--- src/rtl/mem_port_arbiter.sv ---
// Single 64-bit memory port shared between instruction fetch and data access.
// Data wins conflicts except when fetch has lost STARVE_LIMIT contested grants
// in a row. One access is in flight at a time; misaligned requests are answered
// with an error without touching memory, and a stuck memory is abandoned after
// TIMEOUT cycles.

// Load data formatter: moves the addressed lanes down to bit 0 and extends
// according to the RV64 func3 encoding.
module mem_port_arbiter_ld_fmt (
    input  logic [63:0] rdata,
    input  logic [2:0]  off,
    input  logic [2:0]  size,
    output logic [63:0] data
);

    logic [63:0] sh;

    // Right-align the addressed lanes, then sign/zero-extend.
    always_comb begin
        sh   = rdata >> {off, 3'b000};
        data = sh;
        case (size)
            3'd0:    data = {{56{sh[7]}},  sh[7:0]};
            3'd1:    data = {{48{sh[15]}}, sh[15:0]};
            3'd2:    data = {{32{sh[31]}}, sh[31:0]};
            3'd4:    data = {56'd0, sh[7:0]};
            3'd5:    data = {48'd0, sh[15:0]};
            3'd6:    data = {32'd0, sh[31:0]};
            default: data = sh;
        endcase
    end

endmodule

module mem_port_arbiter #(
    parameter int unsigned STARVE_LIMIT = 2,
    parameter int unsigned TIMEOUT      = 64
) (
    input  logic        clk,
    input  logic        rst,
    // fetch requester
    input  logic        if_req,
    input  logic [31:0] if_addr,
    output logic        if_valid,
    output logic [31:0] if_rdata,
    output logic        if_err,
    // data requester
    input  logic        d_req,
    input  logic        d_we,
    input  logic [31:0] d_addr,
    input  logic [2:0]  d_size,
    input  logic [63:0] d_wdata,
    output logic        d_valid,
    output logic [63:0] d_rdata,
    output logic        d_err,
    // pipeline stalls
    output logic        stall_if,
    output logic        stall_mem,
    // memory port
    output logic        m_req,
    output logic        m_we,
    output logic [31:0] m_addr,
    output logic [7:0]  m_be,
    output logic [63:0] m_wdata,
    input  logic        m_ready,
    input  logic [63:0] m_rdata
);

    typedef enum logic [1:0] {
        IDLE    = 2'd0,
        BUSY_IF = 2'd1,
        BUSY_D  = 2'd2
    } state_t;

    // What the response path needs to know about the access in flight.
    typedef struct packed {
        logic       we;
        logic [2:0] size;
        logic [2:0] off;
    } acc_ctx_t;

    localparam logic [3:0] STARVE_MAX = 4'(STARVE_LIMIT);
    localparam logic [7:0] WAIT_LAST  = 8'(TIMEOUT - 1);

    state_t      state, state_n;
    logic [3:0]  starve_cnt;
    logic [7:0]  wait_cnt;
    acc_ctx_t    ctx;

    logic        grant_if, grant_d;
    logic        done, tmo;
    logic        if_mis, d_mis;
    logic [7:0]  size_mask, d_be;
    logic [63:0] st_data, ld_data;

    assign stall_if  = if_req & ~if_valid;
    assign stall_mem = d_req & ~d_valid;

    // Alignment: fetch is word aligned, data is aligned to its own size; size 7 is illegal.
    always_comb begin
        if_mis = |if_addr[1:0];
        d_mis  = 1'b0;
        case (d_size)
            3'd0, 3'd4: d_mis = 1'b0;
            3'd1, 3'd5: d_mis = d_addr[0];
            3'd2, 3'd6: d_mis = |d_addr[1:0];
            3'd3:       d_mis = |d_addr[2:0];
            default:    d_mis = 1'b1;
        endcase
    end

    // Byte-lane placement of a data access within the doubleword.
    always_comb begin
        size_mask = 8'h01;
        case (d_size[1:0])
            2'd0: size_mask = 8'h01;
            2'd1: size_mask = 8'h03;
            2'd2: size_mask = 8'h0F;
            2'd3: size_mask = 8'hFF;
        endcase
        d_be    = size_mask << d_addr[2:0];
        st_data = d_wdata << {d_addr[2:0], 3'b000};
    end

    mem_port_arbiter_ld_fmt u_ld_fmt (
        .rdata (m_rdata),
        .off   (ctx.off),
        .size  (ctx.size),
        .data  (ld_data)
    );

    // State register.
    always_ff @(posedge clk or negedge rst) begin
        if (!rst) state <= IDLE;
        else      state <= state_n;
    end

    // Arbitration and access sequencing; misaligned grants stay in IDLE.
    always_comb begin
        state_n  = state;
        grant_if = 1'b0;
        grant_d  = 1'b0;
        done     = 1'b0;
        tmo      = 1'b0;
        case (state)
            IDLE: begin
                if (if_req && (!d_req || starve_cnt == STARVE_MAX)) grant_if = 1'b1;
                else if (d_req)                                     grant_d  = 1'b1;
                if (grant_if && !if_mis) state_n = BUSY_IF;
                if (grant_d && !d_mis)   state_n = BUSY_D;
            end
            BUSY_IF, BUSY_D: begin
                if (m_ready) begin
                    done    = 1'b1;
                    state_n = IDLE;
                end else if (wait_cnt == WAIT_LAST) begin
                    tmo     = 1'b1;
                    state_n = IDLE;
                end
            end
            default: state_n = IDLE;
        endcase
    end

    // Counts data grants that beat a waiting fetch; any fetch grant clears it.
    always_ff @(posedge clk or negedge rst) begin
        if (!rst) begin
            starve_cnt <= '0;
        end else if (grant_if) begin
            starve_cnt <= '0;
        end else if (grant_d && if_req && starve_cnt != STARVE_MAX) begin
            starve_cnt <= starve_cnt + 4'd1;
        end
    end

    // Cycles spent waiting for m_ready in the current access.
    always_ff @(posedge clk or negedge rst) begin
        if (!rst)                wait_cnt <= '0;
        else if (done || tmo)    wait_cnt <= '0;
        else if (state != IDLE)  wait_cnt <= wait_cnt + 8'd1;
    end

    // Memory port: loaded on an aligned grant, held until completion or timeout.
    always_ff @(posedge clk or negedge rst) begin
        if (!rst) begin
            m_req   <= 1'b0;
            m_we    <= 1'b0;
            m_addr  <= '0;
            m_be    <= '0;
            m_wdata <= '0;
            ctx     <= '0;
        end else if (grant_if && !if_mis) begin
            m_req   <= 1'b1;
            m_we    <= 1'b0;
            m_addr  <= {if_addr[31:3], 3'b000};
            m_be    <= if_addr[2] ? 8'hF0 : 8'h0F;
            m_wdata <= '0;
            ctx     <= '{we: 1'b0, size: 3'd6, off: {if_addr[2], 2'b00}};
        end else if (grant_d && !d_mis) begin
            m_req   <= 1'b1;
            m_we    <= d_we;
            m_addr  <= {d_addr[31:3], 3'b000};
            m_be    <= d_be;
            m_wdata <= d_we ? st_data : 64'd0;
            ctx     <= '{we: d_we, size: d_size, off: d_addr[2:0]};
        end else if (done || tmo) begin
            m_req   <= 1'b0;
        end
    end

    // Completion pulses; errors (misalignment, timeout) return zero data.
    always_ff @(posedge clk or negedge rst) begin
        if (!rst) begin
            if_valid <= 1'b0;
            if_err   <= 1'b0;
            if_rdata <= '0;
            d_valid  <= 1'b0;
            d_err    <= 1'b0;
            d_rdata  <= '0;
        end else begin
            if_valid <= 1'b0;
            if_err   <= 1'b0;
            d_valid  <= 1'b0;
            d_err    <= 1'b0;
            if (grant_if && if_mis) begin
                if_valid <= 1'b1;
                if_err   <= 1'b1;
                if_rdata <= '0;
            end
            if (grant_d && d_mis) begin
                d_valid <= 1'b1;
                d_err   <= 1'b1;
                d_rdata <= '0;
            end
            if (state == BUSY_IF && (done || tmo)) begin
                if_valid <= 1'b1;
                if_err   <= tmo;
                if_rdata <= tmo ? 32'd0 : (ctx.off[2] ? m_rdata[63:32] : m_rdata[31:0]);
            end
            if (state == BUSY_D && (done || tmo)) begin
                d_valid <= 1'b1;
                d_err   <= tmo;
                d_rdata <= (tmo || ctx.we) ? 64'd0 : ld_data;
            end
        end
    end

endmodule

--- config.mk ---
export PLATFORM = sky130hd
export DESIGN_NAME = mem_port_arbiter
export DESIGN_NICKNAME = d
export VERILOG_FILES = /design/src/rtl/mem_port_arbiter.sv
export SDC_FILE = /design/constraint.sdc
export NUM_CORES = 1
export LEC_CHECK = 0
export CORE_MARGIN = 2
export CORE_UTILIZATION = 33
export CTS_CLUSTER_DIAMETER = 150
export DETAILED_ROUTE_END_ITERATION = 6
export DONT_BUFFER_PORTS = 1
export GPL_ROUTABILITY_DRIVEN = 0
export PLACE_DENSITY = 0.49
export SYNTH_ARGS = -nofsm -noshare
export SYNTH_HDL_FRONTEND = slang
export SYNTH_SLANG_ARGS = --single-unit
--- constraint.sdc ---
create_clock -name clk -period 2.7 [get_ports clk]
set_clock_uncertainty 0.1 [all_clocks]
set_input_delay 0.675 -clock clk [delete_from_list [all_inputs] [get_ports clk]]
set_output_delay 0.675 -clock clk [all_outputs]
set_load 0.03 [all_outputs]
==> flow_metrics.tcl <==
# metrics dict for downstream scripts
set metrics [dict create \
    run_status "finished, violations left" \
    violations "hold timing" \
    antenna_found_initial 1 \
    intPower_mw 9.43 \
    ys_chip_area_um2 12700 \
    slew_viol_final 0 \
    worstPathArrival_ns 1.75 \
    combinationalPower_mw 5.28 \
    synth-compound-area-share 0.207 \
    fmax_mhz 396 \
    largest_area_cell "dfrtp_1" \
    cts_tree "yes" \
    power.density_nw_per_um2 1180 \
    crit_path_end "stall_mem" \
    lay_top_count "dfrtp_1" \
    total_power_mw 16.9 \
    cts.path.max_buffers 3 \
    drive_gt1_frac 0.144 \
    rr_endpoint "d_rdata[21]" \
    ys_sh_simple 0.110 \
    synthTopCellsByCount "dfrtp_1 (223), nand2_1 (159), mux2i_1 (100), nor2_1 (100), a22o_1 (70)" \
    drc 0 \
    min_path_type "input port to async pin" \
    first_pass_iters 5 \
    synth-xor-area-share 0.00207 \
    path_max_fanout 2 \
    grt-busiest-layer "met2" \
    nClkBuffers 40 \
    seq_cells 223 \
    synthMuxAreaShare 0.192 \
    setup_tns_ns 0 \
    post-place-ws_ns 0.200 \
    p_seq_frac 0.437 \
    area_dominant_class "multi-input combinational cells" \
    cp_num_buf_inv 0 \
    synthTopCellsByArea "dfrtp_1 (44%), mux4_2 (9.6%), mux2i_1 (7.9%)" \
    synth_top_flop_cell "dfrtp_1" \
    die_h_um 200 \
    grt_pass1_wl_um 68700 \
    largestRegisters "d_rdata x64, m_wdata x64, if_rdata x32" \
    inverters 17 \
    topCombFamilyByArea "AND-OR/OR-AND gates" \
    dr_wl_met2_um 21100 \
    grt_usage 0.224 \
    tap_cells 511 \
    diodes 0 \
    core_um2 37800 \
    wire_per_inst_um 27.0 \
    rsz0062_at_grt "false" \
    r2r_slack_ns 0.22 \
    worstPathCellList "nor2_1" \
    combGateArea_um2 6610 \
    logic_gate_count 880 \
    log.warning_count 33 \
    fillers 3695 \
    placed_area_um2 13300 \
    sh_comb_area 0.461 \
    power_frac_comb 0.312 \
    clkTransAtPathRegs_ns 0.06 \
    slew_headroom 0.445 \
    timing.final.crit_period_ns 2.53 \
    final_cells 1717 \
    synth-edff-count 0 \
    final-setup-viol-count 0 \
    max_slew.worst_pin.slew_ns 0.831 \
    timing.final.ws_setup_ns 0.173 \
    max_stage_delay_ns 0.65 \
    max_cap_violations 0 \
    fin_crit_sh 0.936 \
    synth_warnings 0 \
    num_vias 10100 \
    placed_cells 1666 \
    nNetsFinal 1392 \
    clkPwrFrac 0.251 \
    buf_share 0.0262 \
    fp-utilization 0.336 \
    startpoint "d_valid" \
    io_buffer_count 0 \
    synth_seq_share 0.439 \
    path_depth 1 \
    clock-root-buffer "clkbuf_16" \
    vdd_drop_max_mv 0.533 \
    clk_share 0.0734 \
    cp.required_ns 1.92 \
    grt.met1_usage 0.284 \
    ys_cells 1228 \
    postCtsResizedCells 0 \
    synth_cell_types 65 \
    final_hold_viol_count 223 \
    power.switching_mw 7.50 \
    drtIter0Drc 806 \
    final_design_area_no_fill_um2 14300 \
    postCtsSetupBuffers 0 \
    adder_share 0.00591 \
    highest_layer "met5" \
    syn_inst 1228 \
    power.leakage_nw 6.40 \
    grt_remaining_overflow 0 \
    met1Wirelength_um 18800 \
    ys_ff 223 \
    top_cell_area_share 0.439 \
    dr_wl_met3_um 4680 \
    vias_per_cell 5.88 \
    cts_buffers 28 \
    cp-end-kind "primary output" \
    syn-mean-instance-area_um2 10.3 \
    lay_top_cells "dfrtp_1 (220), nand2_1 (157), nor2_1 (100), mux2i_1 (100), a22o_1 (70)" \
    ant_nets 0 \
    crit_slowest_cell "nor2_1" \
    grt_max_degree 224 \
    syn_to_final_growth_pct 12.8 \
    fin_hold_ws_ns -0.265 \
    power_leader "sequential cells" \
    grt_use_met3 0.0763 \
    wl_um 46400 \
    use_met2 0.356 \
    die_area_um2 40100 \
    clk_latency_ns 0.55 \
    core.rowCount 71 \
    yosysMostFrequentCell "dfrtp_1" \
    syn_area_um2 12700 \
    crit_family "simple AND/OR/NAND/NOR gates" \
    cts.sinks 223 \
    sw_frac_of_total 0.443 \
    buffers 35 \
    ios 409 \
    grt_pass1_vias 9954 \
    hpwl_um 33600 \
    critical_path_class "flip-flop to primary output" \
    synth-async-reset-ratio 1.00 \
    die_w_um 200 \
    htree_levels 1 \
    clk-power_mw 4.25 \
    worstSetupStartpointType "flip-flop" \
    timing.rr.start "ctx[1]" \
    ff2ff_path_depth 6 \
]
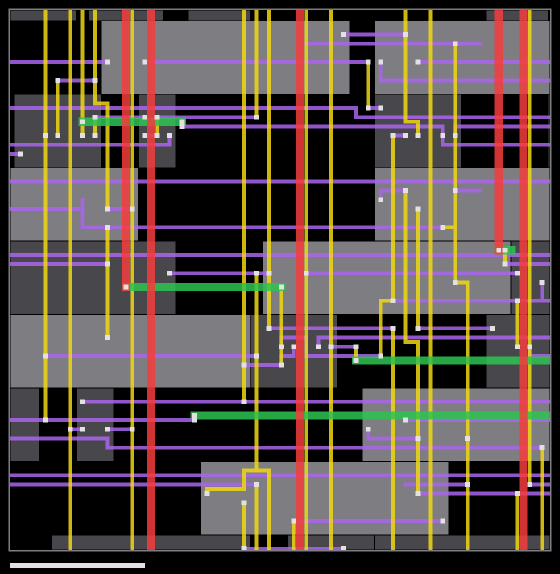
**Above:** layout detail.
The bar under the picture is 5 um long. Region (90, 130) to (110, 150) um. Cells in gray, sequential cells in the stronger gray; small squares are vias.
met1 -> purple
met3 -> green
met4 -> red
met2 -> yellow
netlist names of flops here include = d_rdata (7), if_rdata (1)
sequential cells in the window = 8
cells with their middle in the window = 15
most frequent = dfrtp_1 (8), a211o_1 (4), nor2_1 (2)

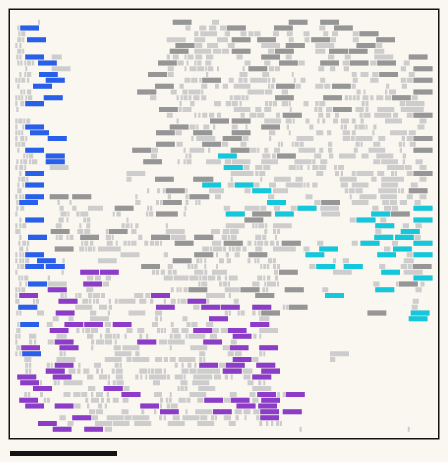
**Above:** sequential cells grouped by signal name.
The bar under the picture is 50 um long. Other sequential cells in the stronger gray, the rest of the logic in the fainter gray.
m_wdata -> purple  # flops 64
m_addr -> blue  # flops 29
if_rdata -> cyan  # flops 32
not colored = 98
total sequential power: 7.41 mW
final core occ: 0.379
Flop area: 5590 um2
register share of the cell area: 0.390

No activity file was given, so power comes from the tool's default toggle rates.
